### src/rtl/clk_to_hs_source.sv
// Clocked source feeding a 4-phase return-to-zero bundled-data pipeline.
// Buffers words from a valid/ready port and replays each one as a req/ack cycle.
module clk_to_hs_source #(
  parameter int              N        = 1,
  parameter int              DEPTH    = 2,
  parameter int              SYNC     = 2,
  parameter logic [N-1:0]    RdataVal = '0
) (
  input  logic         clk,
  input  logic         rst,
  input  logic         v_i,
  output logic         rdy_i,
  input  logic [N-1:0] d_i,
  output logic         r_o,
  input  logic         a_o,
  output logic [N-1:0] d_o,
  output logic [1:0]   dbg_state
);

  localparam int AW = $clog2(DEPTH);

  typedef enum logic [1:0] {
    IDLE  = 2'd0,
    SETUP = 2'd1,
    REQ   = 2'd2,
    RTZ   = 2'd3
  } state_t;

  state_t           state, state_n;
  logic [N-1:0]     mem [DEPTH];
  logic [AW:0]      wr_ptr, rd_ptr;
  logic [SYNC-1:0]  ack_sync;
  logic             a_s;
  logic             empty, full, push, load, r_n;

  // Upstream handshake: a word transfers on any rising edge where v_i and rdy_i are both high.
  assign empty = (wr_ptr == rd_ptr);
  assign full  = (wr_ptr[AW] != rd_ptr[AW]) && (wr_ptr[AW-1:0] == rd_ptr[AW-1:0]);
  assign rdy_i = !full;
  assign push  = v_i && !full;
  assign a_s   = ack_sync[SYNC-1];
  assign dbg_state = state;

  always_ff @(posedge clk) begin
    if (push) mem[wr_ptr[AW-1:0]] <= d_i;
  end

  always_ff @(posedge clk or negedge rst) begin
    if (!rst) begin
      wr_ptr   <= '0;
      rd_ptr   <= '0;
      ack_sync <= '0;
      state    <= IDLE;
      r_o      <= 1'b0;
      d_o      <= RdataVal;
    end else begin
      ack_sync <= {ack_sync[SYNC-2:0], a_o};
      state    <= state_n;
      r_o      <= r_n;
      if (push) wr_ptr <= wr_ptr + 1'b1;
      if (load) begin
        rd_ptr <= rd_ptr + 1'b1;
        d_o    <= mem[rd_ptr[AW-1:0]];
      end
    end
  end

  // A new word is only loaded while the synchronised ack is low, so d_o never moves mid-handshake.
  always_comb begin
    state_n = state;
    load    = 1'b0;
    r_n     = r_o;
    case (state)
      IDLE: begin
        if (!empty && !a_s) begin
          load    = 1'b1;
          state_n = SETUP;
        end
      end
      SETUP: begin
        r_n     = 1'b1;
        state_n = REQ;
      end
      REQ: begin
        if (a_s) begin
          r_n     = 1'b0;
          state_n = RTZ;
        end
      end
      RTZ: begin
        if (!a_s) begin
          if (!empty) begin
            load    = 1'b1;
            state_n = SETUP;
          end else begin
            state_n = IDLE;
          end
        end
      end
      default: begin
        r_n     = 1'b0;
        state_n = IDLE;
      end
    endcase
  end

endmodule

### config.mk
export PLATFORM = sky130hd
export DESIGN_NAME = clk_to_hs_source
export DESIGN_NICKNAME = d
export VERILOG_FILES = /design/src/rtl/clk_to_hs_source.sv
export SDC_FILE = /design/constraint.sdc
export NUM_CORES = 1
export LEC_CHECK = 0
export CORE_MARGIN = 2
export CORE_UTILIZATION = 25
export CTS_CLUSTER_DIAMETER = 80
export DETAILED_ROUTE_END_ITERATION = 8
export GPL_TIMING_DRIVEN = 1
export HOLD_SLACK_MARGIN = 0.05
export PLACE_DENSITY_LB_ADDON = 0.05
export SYNTH_ARGS = -nofsm -noshare
export SYNTH_HDL_FRONTEND = slang
export SYNTH_SLANG_ARGS = --single-unit
### constraint.sdc
create_clock -name clk -period 4.3 [get_ports clk]
set_input_delay 0.43 -clock clk [delete_from_list [all_inputs] [get_ports clk]]
set_output_delay 0.43 -clock clk [all_outputs]
set_load 0.1 [all_outputs]
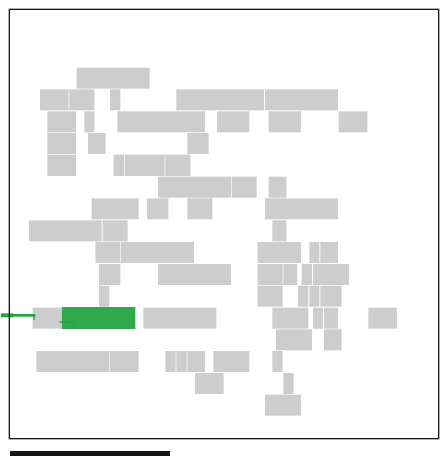
(images/port_nets.png)
The bar under the picture is 20 um long.
[a_o] green | bits: 1 | direction: input | edge: left | end cells: 1 | buffers: 1 | wire: 4.90 um
IO buf count: 9
# IOs: 10

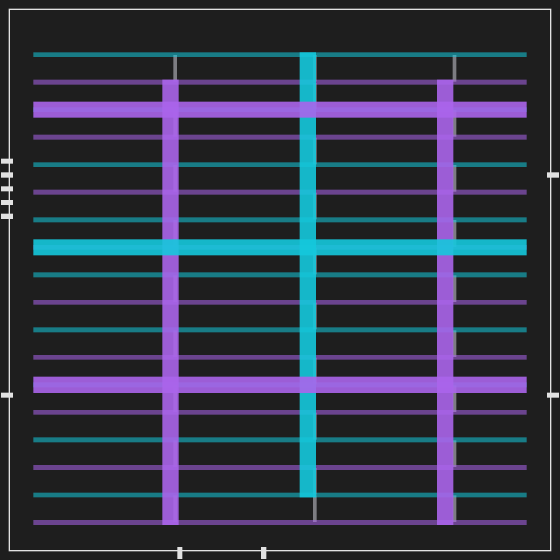
(images/pdn.png)
Pins as bars on the die edge. Tap cells in grey.
[VDD] cyan
[VSS] purple
rows: 17
met1 rails: 18
tap cells: 28
met4 straps: 3
DIE HEIGHT: 53.37 um
die width: 53.37 um
Core Box Area: 2255 um2

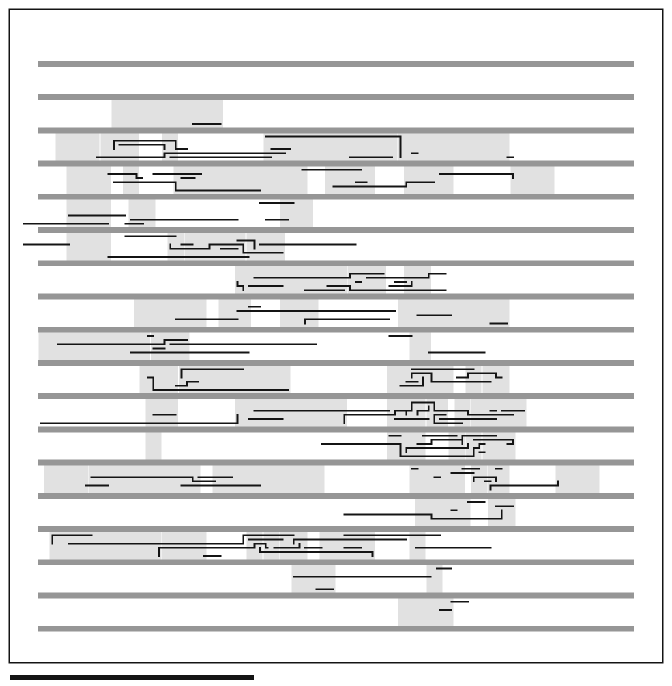
(images/met1.png)
The bar under the picture is 20 um long. Supply wires on this layer in grey. Cells faint in the background.
share of all routed wire: 56%
nets with wire on the layer: 61
longest straight run: 16.1 um
wire length on this layer: 561 um
main direction: horizontal
Via Count: 361
met1 Usage GRT: 12.52%

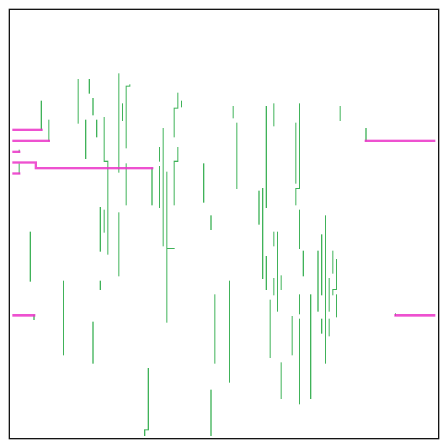
(images/metal_stack.png)
Two of the layers only.
[met3] magenta | wire length: 43.0 um
[met2] green | wire length: 393 um
Total GRT Usage: 8.870%
final WL: 997 um

==> run summary <==
Status: finished clean
Critical Path Start Type: register
Via density per instance: 3.924
Hold-fix buffers, CTS: 0
First-pass GRT wire length: 1.752 mm
Slowest stage delay, CP: 1.14 ns
Clock transition at path regs: 0.07 ns
Final Non-Filler Cells: 92
Final Hold Vio Count: 0
Flops after synth: 12
Area share, top type: 41.07%
Main area contributors: dfrtp_1, ha_1, edfxtp_1, xnor2_1, mux2_2
Layout cell share with drive strength beyond 1: 12.50%
CP max-delay cell: clkdlybuf4s50_1
Most numerous logic cell after layout: dfrtp_1
R2r startpoint: dbg_state[0]$_DFFE_PN0P_
Clk sinks: 12
Area leader, netlist: dfrtp_1
Logic family by area: simple AND/OR/NAND/NOR gates
Clock latency on the worst-skew pair: 0.27 ns
Setup ws final: 1.742 ns
Yosys warnings: 0
Routability cong.: 0.7349
Grt peak-use layer: met1
Simple Share, Synth: 14.17%
Routed wire per std cell: 10.84 um
Number of enable flip-flop cells: 2
Reg-to-Reg End: d_o$_DFFE_PN0P_
Final Util: 33.74%
Max clock buf depth: 2
Cells after Synth: 51
Fin. max-slew vios: 0
Adder-cell share of the synthesized area: 10.27%
Tap cells: 28
Fin nets: 75
Crit Path Max Fanout: 3
Crit path buf inv count: 1
Multi-input gate area: 287.8 um2
Largest net degree at the start of global routing: 11
Hold Path Sink: ack_sync[1]$_DFF_PN0_
Met3 track demand over resource: 3.390%
FF-to-FF path depth: 5
Final setup viols: 0
Sequential cell area share: 40.79%
Syn Nets: 61
CP required: 3.87 ns
Row cnt: 17
Max Cap Viol: 0
Clock buf count: 3
Commonest cells post-synth: dfrtp_1, nor2_1, ha_1
